$ cat src/rtl/zaf_pkg.sv
// Shared definitions for the jump-target encoder slice.
// Contents:
//   - width constants WORD_W / OP_W / IMM26_W
//   - J / JAL opcode constants
//   - the packed output entry carried through the skid buffer
//   - the occupancy states of that buffer
//   - a helper that classifies jump opcodes
package zaf_pkg;

  localparam int unsigned WORD_W  = 32;
  localparam int unsigned OP_W    = 6;
  localparam int unsigned IMM26_W = 26;

  localparam logic [OP_W-1:0] OP_J   = 6'b000010;
  localparam logic [OP_W-1:0] OP_JAL = 6'b000011;

  typedef struct packed {
    logic [WORD_W-1:0] word;
    logic              range_err;
    logic              op_err;
  } jte_entry_t;

  typedef enum logic [1:0] {
    OCC_EMPTY,
    OCC_ONE,
    OCC_TWO
  } occ_state_t;

  function automatic logic is_jump_op(input logic [OP_W-1:0] op);
    return (op == OP_J) || (op == OP_JAL);
  endfunction

endpackage

$ cat src/rtl/jte_skid_buffer.sv
// Two-entry valid/ready skid buffer holding jte_entry_t items.
// Ports:
//   clk, rst              - clock, asynchronous active-high reset
//   in_valid / in_ready   - upstream handshake
//   in_data               - entry to enqueue
//   out_valid / out_ready - downstream handshake
//   out_data              - head entry (main register)
// The main register always holds the oldest entry.
// The skid register only fills when the main register is stalled.
// in_ready is the inverse of the skid-occupied condition.
module jte_skid_buffer
  import zaf_pkg::*;
(
  input  logic       clk,
  input  logic       rst,
  input  logic       in_valid,
  output logic       in_ready,
  input  jte_entry_t in_data,
  output logic       out_valid,
  input  logic       out_ready,
  output jte_entry_t out_data
);

  occ_state_t state_q, state_d;
  jte_entry_t main_q, main_d;
  jte_entry_t skid_q, skid_d;
  logic       skid_valid;
  logic       accept;
  logic       pop;

  assign skid_valid = (state_q == OCC_TWO);
  assign in_ready   = !skid_valid;
  assign out_valid  = (state_q != OCC_EMPTY);
  assign out_data   = main_q;
  assign accept     = in_valid && in_ready;
  assign pop        = out_valid && out_ready;

  always_comb begin
    state_d = state_q;
    main_d  = main_q;
    skid_d  = skid_q;
    case (state_q)
      OCC_EMPTY: begin
        if (accept) begin
          state_d = OCC_ONE;
          main_d  = in_data;
        end
      end
      OCC_ONE: begin
        if (accept && pop) begin
          // Head leaves while the new entry arrives: it goes straight to main.
          main_d = in_data;
        end else if (accept) begin
          state_d = OCC_TWO;
          skid_d  = in_data;
        end else if (pop) begin
          state_d = OCC_EMPTY;
        end
      end
      OCC_TWO: begin
        if (pop) begin
          state_d = OCC_ONE;
          main_d  = skid_q;
        end
      end
      default: state_d = OCC_EMPTY;
    endcase
  end

  always_ff @(posedge clk or posedge rst) begin
    if (rst) begin
      state_q <= OCC_EMPTY;
      main_q  <= '0;
      skid_q  <= '0;
    end else begin
      state_q <= state_d;
      main_q  <= main_d;
      skid_q  <= skid_d;
    end
  end

endmodule

$ cat src/rtl/jump_target_encoder.sv
// Packs a 32-bit signed word offset and a 6-bit opcode into a J-format word
// {opcode, imm26}. It flags offsets that do not fit a sign-extended 26-bit
// field and flags non-jump opcodes. Results stream out through a 2-entry
// skid buffer, and a saturating counter tallies errored output beats.
// Ports:
//   clk, rst                  - clock, asynchronous active-high reset
//   in_valid/in_ready         - input handshake
//   in_op [0:5]               - opcode (bit 0 = MSB)
//   in_val [0:31]             - signed word offset (bit 0 = MSB)
//   out_valid/out_ready       - output handshake
//   out_word [0:31]           - packed instruction
//   out_range_err, out_op_err - per-beat error flags
//   err_clr                   - synchronous clear of err_count
//   err_count [0:CNT_W-1]     - saturating errored-beat count
// Build option JTE_SATURATE_EN:
//   defined   - out-of-range offsets clamp to the nearest 26-bit extreme
//   undefined - out-of-range offsets are truncated
module jump_target_encoder
  import zaf_pkg::*;
#(
  parameter int unsigned CNT_W = 16
) (
  input  logic           clk,
  input  logic           rst,
  input  logic           in_valid,
  output logic           in_ready,
  input  logic [0:5]     in_op,
  input  logic [0:31]    in_val,
  output logic           out_valid,
  input  logic           out_ready,
  output logic [0:31]    out_word,
  output logic           out_range_err,
  output logic           out_op_err,
  input  logic           err_clr,
  output logic [0:CNT_W-1] err_count
);

  logic               fits;
  logic [IMM26_W-1:0] imm;
  jte_entry_t         new_entry;
  jte_entry_t         head;
  logic [CNT_W-1:0]   cnt_q;

  // Representable iff the top 7 bits are copies of the sign bit.
  assign fits = (in_val[0:6] == '0) || (in_val[0:6] == '1);

  always_comb begin
    imm = in_val[6:31];
`ifdef JTE_SATURATE_EN
    if (!fits) begin
      imm = in_val[0] ? {1'b1, {(IMM26_W-1){1'b0}}} : {1'b0, {(IMM26_W-1){1'b1}}};
    end
`endif
  end

  always_comb begin
    new_entry           = '0;
    new_entry.word      = {in_op, imm};
    new_entry.range_err = !fits;
    new_entry.op_err    = !is_jump_op(in_op);
  end

  jte_skid_buffer u_skid (
    .clk       (clk),
    .rst       (rst),
    .in_valid  (in_valid),
    .in_ready  (in_ready),
    .in_data   (new_entry),
    .out_valid (out_valid),
    .out_ready (out_ready),
    .out_data  (head)
  );

  assign out_word      = head.word;
  assign out_range_err = head.range_err;
  assign out_op_err    = head.op_err;

  always_ff @(posedge clk or posedge rst) begin
    if (rst) begin
      cnt_q <= '0;
    end else if (err_clr) begin
      cnt_q <= '0;
    end else if (out_valid && out_ready && (head.range_err || head.op_err) && (cnt_q != '1)) begin
      cnt_q <= cnt_q + 1'b1;
    end
  end

  assign err_count = cnt_q;

endmodule

$ cat config.mk
export PLATFORM = sky130hd
export DESIGN_NAME = jump_target_encoder
export DESIGN_NICKNAME = d
export VERILOG_FILES = /design/src/rtl/zaf_pkg.sv /design/src/rtl/jte_skid_buffer.sv /design/src/rtl/jump_target_encoder.sv
export SDC_FILE = /design/constraint.sdc
export NUM_CORES = 1
export LEC_CHECK = 0
export CORE_ASPECT_RATIO = 0.6
export CORE_UTILIZATION = 49
export DETAILED_ROUTE_END_ITERATION = 16
export HOLD_SLACK_MARGIN = 0.08
export MAX_ROUTING_LAYER = met4
export PLACE_DENSITY = 0.81
export SLEW_MARGIN = 10
export SYNTH_ARGS = -nofsm -noshare
export SYNTH_HDL_FRONTEND = slang
export SYNTH_SLANG_ARGS = --single-unit
$ cat constraint.sdc
create_clock -name clk -period 3.9 [get_ports clk]
set_input_delay 0.78 -clock clk [delete_from_list [all_inputs] [get_ports clk]]
set_output_delay 0.78 -clock clk [all_outputs]
set_load 0.01 [all_outputs]
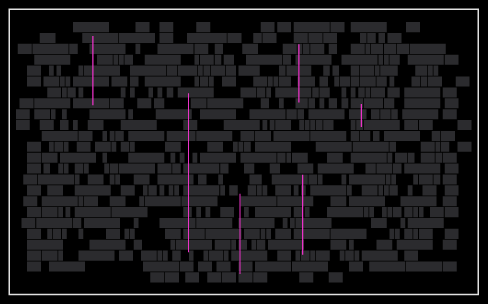
run_1/met4.png
Scale: 4 px per um.
longest straight run	39.4 um
wire length on this layer	116 um
main direction	vertical
via count of the routed design: 3243
aggregate routed wire length: 9340 um

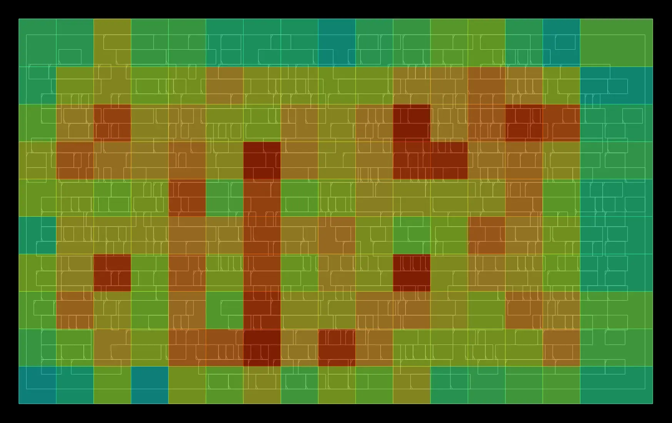
run_1/final_congestion.png
Global Route met1 Usage: 0.338
most utilized layer in the global route result: met2

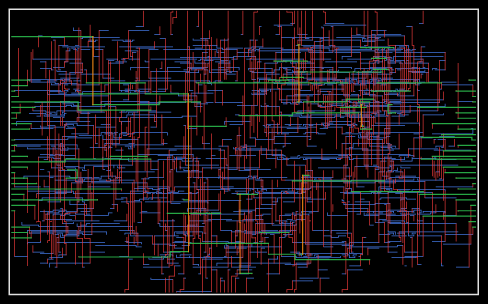
run_1/metal_stack.png
Scale: 4 px per um.
color	layer	wire length
blue	met1	4280 um
green	met3	814 um
red	met2	4140 um
orange	met4	116 um
total global-route track usage: 0.251
detailed-route wire length per cell: 16.2 um

==> commit_impl_results.txt, run 1 <==
Store results of the implementation flow

* Post-synth tally of flip-flops with integrated enable: 0
- Class of the worst hold path: reg2reg
- Counting instances in the post-synthesis netlist gives the leading cell types as sky130_fd_sc_hd__dfrtp_1, sky130_fd_sc_hd__nand2_1, sky130_fd_sc_hd__nor2_1.
- Number of cells traversed by the worst hold path: 1
- On the worst path, the slowest cell contributes a delay of 660 ps.
- After layout, the buffer instance count without clock buffers stands at roughly 100.
- The initial antenna violation count came to 0.
- Setup slack after layout: 1280 ps
- Maximum VDD drop: 331 uV
- Reg-to-reg startpoint: u_skid.state_q[0]
* Sequential fraction of design power: 0.465
- Leading cell types by total area after synthesis: sky130_fd_sc_hd__dfrtp_1, sky130_fd_sc_hd__mux2_2, sky130_fd_sc_hd__nand2_1, sky130_fd_sc_hd__a31oi_1, sky130_fd_sc_hd__nor2_1
- DIE WIDTH: 117 um
* Global-route wire length before repair: 15200 um
- Looking at the critical path, the highest net fanout was 8.
- Mapped Nets: 423
- Per the synthesis report, the adder-cell share of the synthesized area is 0.00322.
* Switching portion of total power: 0.276
* Seq/Total Area, Yosys: 0.555
* Critical Path Stages: 5
* Result of the run: completed
* Cell chain of the critical path: clkdlybuf4s50_1 -> o221ai_2 -> or4_1 -> o311ai_0 -> o41ai_1
- In the finished design, the share of the clock period the worst path needs comes to 0.672.
* Routed Antenna Nets: 0
- The final report gives the core utilization as 0.698.
* YS warnings: 0
* Number of well taps: 104
- Summed standard-cell area reported by yosys: 3880 sq um
- The skew report gives the latency at the later pin of the worst-skew pair as 330 ps.
- Total Neg Setup Slack: 0 ps
* Number of sequential cells in the layout: 86
* Pleak: 2.10 nW
- Total of cells resized after clock tree synthesis: 0
* Most numerous logic cells after layout: sky130_fd_sc_hd__clkdlybuf4s50_1, sky130_fd_sc_hd__dfrtp_1, sky130_fd_sc_hd__nand2_1, sky130_fd_sc_hd__nor2_1, sky130_fd_sc_hd__mux2_2
* Number of warnings the tools reported: 26
- Final cell count without fillers: 576
* Fin Clk Skew: 4.41 ps
- Tmin final: about 2600 ps
- The clock passes through at most 2 buffers.
- The worst setup path is launched from an input pin.
* Total number of placement rows: 24
- Worst setup path startpoint: out_ready
- Final RePlAce weighted congestion: roughly 0.85
- Wire segments on met2 add up to just over 4000 um in the final route.
- Areal power density over the cells: 522 nW/um^2
--- run 2 (diff from run 1) ---
--- a/config.mk
+++ b/config.mk
@@ -6,11 +6,11 @@
 export NUM_CORES = 1
 export LEC_CHECK = 0
 export CORE_ASPECT_RATIO = 0.6
-export CORE_UTILIZATION = 49
+export CORE_UTILIZATION = 45
 export DETAILED_ROUTE_END_ITERATION = 16
 export HOLD_SLACK_MARGIN = 0.08
 export MAX_ROUTING_LAYER = met4
-export PLACE_DENSITY = 0.81
+export PLACE_DENSITY = 0.79
 export SLEW_MARGIN = 10
 export SYNTH_ARGS = -nofsm -noshare
 export SYNTH_HDL_FRONTEND = slang
==> constraint.sdc (replaced) <==
create_clock -name clk -period 2.4 [get_ports clk]
set_input_delay 0.48 -clock clk [delete_from_list [all_inputs] [get_ports clk]]
set_output_delay 0.48 -clock clk [all_outputs]
set_load 0.01 [all_outputs]
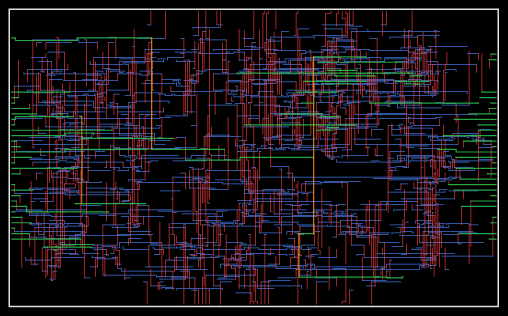
run_2/metal_stack.png
Scale: 4 px per um.
color	layer	wire length
green	met3	780 um
orange	met4	105 um
red	met2	4110 um
blue	met1	4310 um
aggregate routed wire length: 9310 um
via count of the routed design: 3213

==> run 2 against run 1 <==
Flip-flop count unchanged. Clock skew barely moved. Global-route usage decreased by 1.9 points. Clock power is 63% higher. Total power rose by 63%. Critical path depth decreased by 3. Hold slack about the same. Largest cell class unchanged. Highest routed layer unchanged.
==> commit_impl_results.txt, run 2 <==
Store results of the implementation flow

- Setup slack after layout: 276 ps (-1000 ps)
- The worst clock skew is 4.47 ps (+0.0599 ps).
- The via count of the first global-routing pass is 3131.
* Worst setup path startpoint: u_skid.state_q[0]
* Number of sequential cells in the layout: 86 (unchanged)
* Cell area after layout: around 5300 sq um
* Global route overflow: 0
* Startpoint types: register
* Global Route met1 Usage: 0.302 (-0.0357)
* Clock network contribution to total cell area: 0.0498
- In the final layout, excluding clock inverters the inverter count is 6.
- Critical Path Stages: 2 (-3)
- Final core utilization: 0.651 (-0.0478)
- Fraction of the mapped netlist area in compound gates: 0.122
- The highest ir drop seen on vdd came to 574 uV (+73%).
- Share of synthesized area spent on multiplexers: 0.110
* Final RePlAce weighted congestion: 0.813 (-4.1%)
* Count of clock buffers in the final design: 15
- Worst skew pair latency: 340 ps (about the same)
* Critical path's top delay family: flip-flops
- The data arrival time reported for the critical path is 1640 ps.
* Most frequent standard cell in the layout excluding fill and tap cells: sky130_fd_sc_hd__clkdlybuf4s50_1
- The final power report lists total power as between 4 and 5 mW.
- The clock network power reported by the tool is 1.25 mW.
- Leading cell types by total area after synthesis: sky130_fd_sc_hd__dfrtp_1, sky130_fd_sc_hd__mux2_2, sky130_fd_sc_hd__nand2_1, sky130_fd_sc_hd__a31oi_1, sky130_fd_sc_hd__nor2_1
* Post-synthesis cell count from yosys: 379
- Period Utilization, post-route: 0.885
* Most numerous logic cells after layout: sky130_fd_sc_hd__clkdlybuf4s50_1, sky130_fd_sc_hd__dfrtp_1, sky130_fd_sc_hd__nand2_1, sky130_fd_sc_hd__nor2_1, sky130_fd_sc_hd__mux2_2
* Tmin final: about 2100 ps
- Max Root-Sink Buffers: 2 (unchanged)
- The synthesis report gives the async set-or-reset register share as 1.00.
- Final cell count without fillers: 584 (+1.4%)
* Number of cells traversed by the worst hold path: 1 (unchanged)
* Clock buffers created by TritonCTS: 9
- The number of warnings in the stage logs came to 26 (unchanged).
- The adder-cell share of the synthesized area came to 0.00322 (unchanged).
- The total number of placement rows was 25 (+4.2%).
- The count of non-CTS buffers in the layout came to 103 (+4.0%).
* Seq/Total Area, Yosys: 0.555 (unchanged)
* Met2 layer wire length in the routed design: 4110 um (-0.53%)
- Worst Hold Endpoint: u_skid.skid_q[1]
- The net count of the mapped netlist came to 423 (unchanged).
- The tightest min-delay check is of the reg2reg type.
- Number of well taps: 108 (+3.8%)
- The number of gates resized after CTS was 0 (unchanged).
* Post-synth tally of flip-flops with integrated enable: 0 (unchanged)
- The leakage power came to 2.13 nW (+1.2%).
- met2 is the most crowded layer.
- The final antenna-violating net count is 0 (unchanged).
- Worst slew slack as a fraction of its limit: 0.604
* Detailed-route wire length per cell: 15.9 um (-1.7%)
- Cell chain of the critical path: or2_2 -> clkdlybuf4s50_1
* CTS Root Cell: sky130_fd_sc_hd__clkbuf_16
- Std-Cell Core Area: slightly above 8000 sq um
- For the worst reg-to-reg path, the startpoint reported by OpenROAD is u_skid.state_q[0].
- Sequential fraction of design power: 0.462 (-0.003)
- Synthesis handed over a netlist of roughly 380 instances.
* Peak fanout along the critical path: 9 (+1)
- The tightest hold path in the finished design has a slack of ~500 ps.
* Switching portion of total power: 0.275 (-0.000914)
- Total global-route track usage: 0.232 (-0.0190)
* Total Neg Setup Slack: 0 ps (unchanged)
* DIE WIDTH: 122 um (+4.3%)
- The initial antenna violation count was 0 (unchanged).
- The count of buffers added on input and output ports is roughly 94.
* Summed standard-cell area reported by yosys: 3880 sq um (unchanged)
- The power density over the cells is 839 nW/um^2 (+61%).
- Global-route wire length before repair: 15300 um (+0.41%)
- The delay of the slowest cell on the worst path was 490 ps (-170 ps).
- The run finished with clean final reports.
- The count of synthesis-stage warnings from yosys is 0 (unchanged).
- Most frequent cells after synthesis: sky130_fd_sc_hd__dfrtp_1, sky130_fd_sc_hd__nand2_1, sky130_fd_sc_hd__nor2_1
--- run 3 (diff from run 2) ---
--- a/config.mk
+++ b/config.mk
@@ -6,11 +6,12 @@
 export NUM_CORES = 1
 export LEC_CHECK = 0
 export CORE_ASPECT_RATIO = 0.6
-export CORE_UTILIZATION = 45
+export CORE_UTILIZATION = 46
+export CTS_BUF_LIST = sky130_fd_sc_hd__clkbuf_4 sky130_fd_sc_hd__clkbuf_8
 export DETAILED_ROUTE_END_ITERATION = 16
 export HOLD_SLACK_MARGIN = 0.08
 export MAX_ROUTING_LAYER = met4
-export PLACE_DENSITY = 0.79
+export PLACE_DENSITY = 0.8
 export SLEW_MARGIN = 10
 export SYNTH_ARGS = -nofsm -noshare
 export SYNTH_HDL_FRONTEND = slang
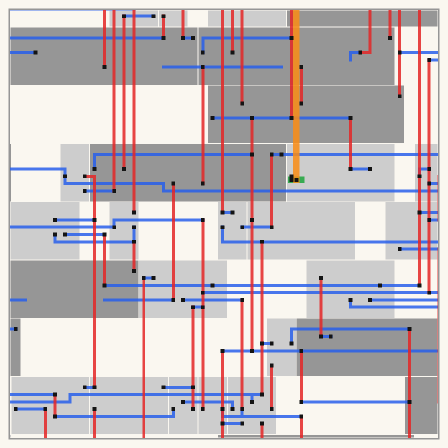
run_3/zoom.png
Window x 80 to 100, y 8 to 28 um. Cells in gray, sequential cells in the stronger gray; small squares are vias.
color	layer
green	met3
blue	met1
orange	met4
red	met2
netlist names of flops here include	u_skid.skid_q (4), u_skid.out_data (2)
most frequent	dfrtp_1 (6), nand2_1 (5), mux2_2 (4)
cells with their middle in the window	22
sequential cells in the window	6

==> run 3 against run 2 <==
Synthesized cell count did not move. Register-to-register slack got worse by 160 ps. Final cell count did not move. Clock skew rose by 0.98 ps. Critical path depth did not move. Largest power group unchanged.
==> commit_impl_results.txt, run 3 <==
Store results of the implementation flow

- The number of cells in Yosys stat is 379 (unchanged).
- The share of synthesized area spent on multiplexers was 0.110 (unchanged).
* Number of well taps: 108 (unchanged)
- Final cell count without fillers: 584 (unchanged)
* Reg-to-reg startpoint: u_skid.state_q[0]
* Total of cells resized after clock tree synthesis: 0 (unchanged)
- The clock insertion delay at the later pin of the skew report was 350 ps (about the same).
- Total power: 4.22 mW (-4.6%)
* Power consumed by the clock network: 1.04 mW (-17%)
* Initial antenna violation count: 0 (unchanged)
* Detailed-route wire length per cell: 15.9 um (-0.53%)
- Most frequent cells after synthesis: sky130_fd_sc_hd__dfrtp_1, sky130_fd_sc_hd__nand2_1, sky130_fd_sc_hd__nor2_1
- Vias in the first global route: 3169 (+1.2%)
* Worst EP arrival: 1690 ps (+50 ps)
* Number of cells traversed by the worst hold path: 1 (unchanged)
- The critical path starts at u_skid.state_q[0].
- Result of the run: completed
- Clock buffers created by TritonCTS: 9 (unchanged)
- The library cell used most frequently in the layout, excluding fill and tap cells, is sky130_fd_sc_hd__clkdlybuf4s50_1.
- The number of non-clock inverters is 6 (unchanged).
* Number of standard cells after synthesis: 379 (unchanged)
- Maximum VDD drop: 437 uV (-24%)
* Worst Hold Endpoint: u_skid.skid_q[29]
* Summed standard-cell area reported by yosys: 3880 sq um (unchanged)
* Cell area after layout: 5210 sq um (-1.2%)
- Most numerous logic cells after layout: sky130_fd_sc_hd__clkdlybuf4s50_1, sky130_fd_sc_hd__dfrtp_1, sky130_fd_sc_hd__nand2_1, sky130_fd_sc_hd__nor2_1, sky130_fd_sc_hd__mux2_2
- Number of sequential cells in the layout: 86 (unchanged)
* Critical path's top delay family: flip-flops
* Std-Cell Core Area: 8010 sq um (-1.2%)
* Peak fanout along the critical path: 9 (unchanged)
- The setup TNS is 0 ps (unchanged).
- The global router reports that the layer with the highest usage is met2.
- Global route overflow: 0 (unchanged)
- The switching share of power was 0.280 (+0.00532).
- Areal power density over the cells: 810 nW/um^2 (-3.5%)
* DIE WIDTH: 121 um (-1.1%)
* Count of clock buffers in the final design: 13 (-2)
* Global-route wire length before repair: 15200 um (-0.50%)
* YS warnings: 0 (unchanged)
* Number of warnings the tools reported: 26 (unchanged)
* Mapped Nets: 423 (unchanged)
- The final wirelength is 9260 um (-0.53%).
- Fraction of the mapped netlist area in compound gates: 0.122 (unchanged)
- The power share of the sequential group came to 0.485 (+0.023).
- The final clock period utilization by the worst path came to 0.906 (+0.0213).
* Ys async rst share: 1.00 (unchanged)
* Total global-route track usage: 0.232 (+0.000621)
* Routed Antenna Nets: 0 (unchanged)
* Met2 layer wire length in the routed design: 4270 um (+3.9%)

==> screenshots <==
Clock network drawn from the DEF.
Scale: 3 px per um.
(a)
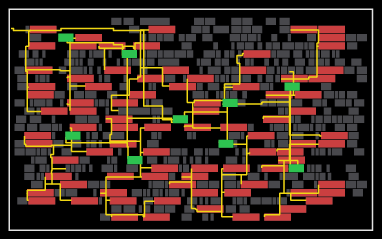
(b)
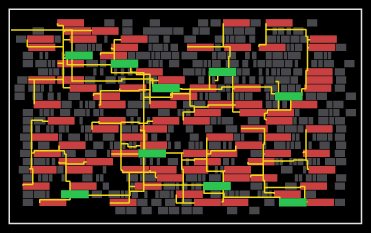
(c)
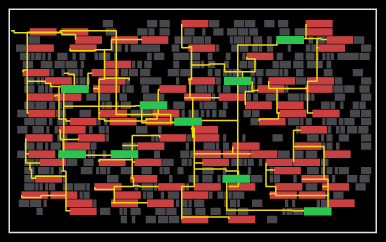
(c) is run 2.
(b) is run 1.
(a) is run 3.

Key to (a):
[green] cells driving clock nets | count: 9
[yellow] clock wires | length: 957 um
[red] flip-flops | count: 86
flops lie	spread over the die

Power figures rest on the tool's default switching activity, not on a simulated workload.
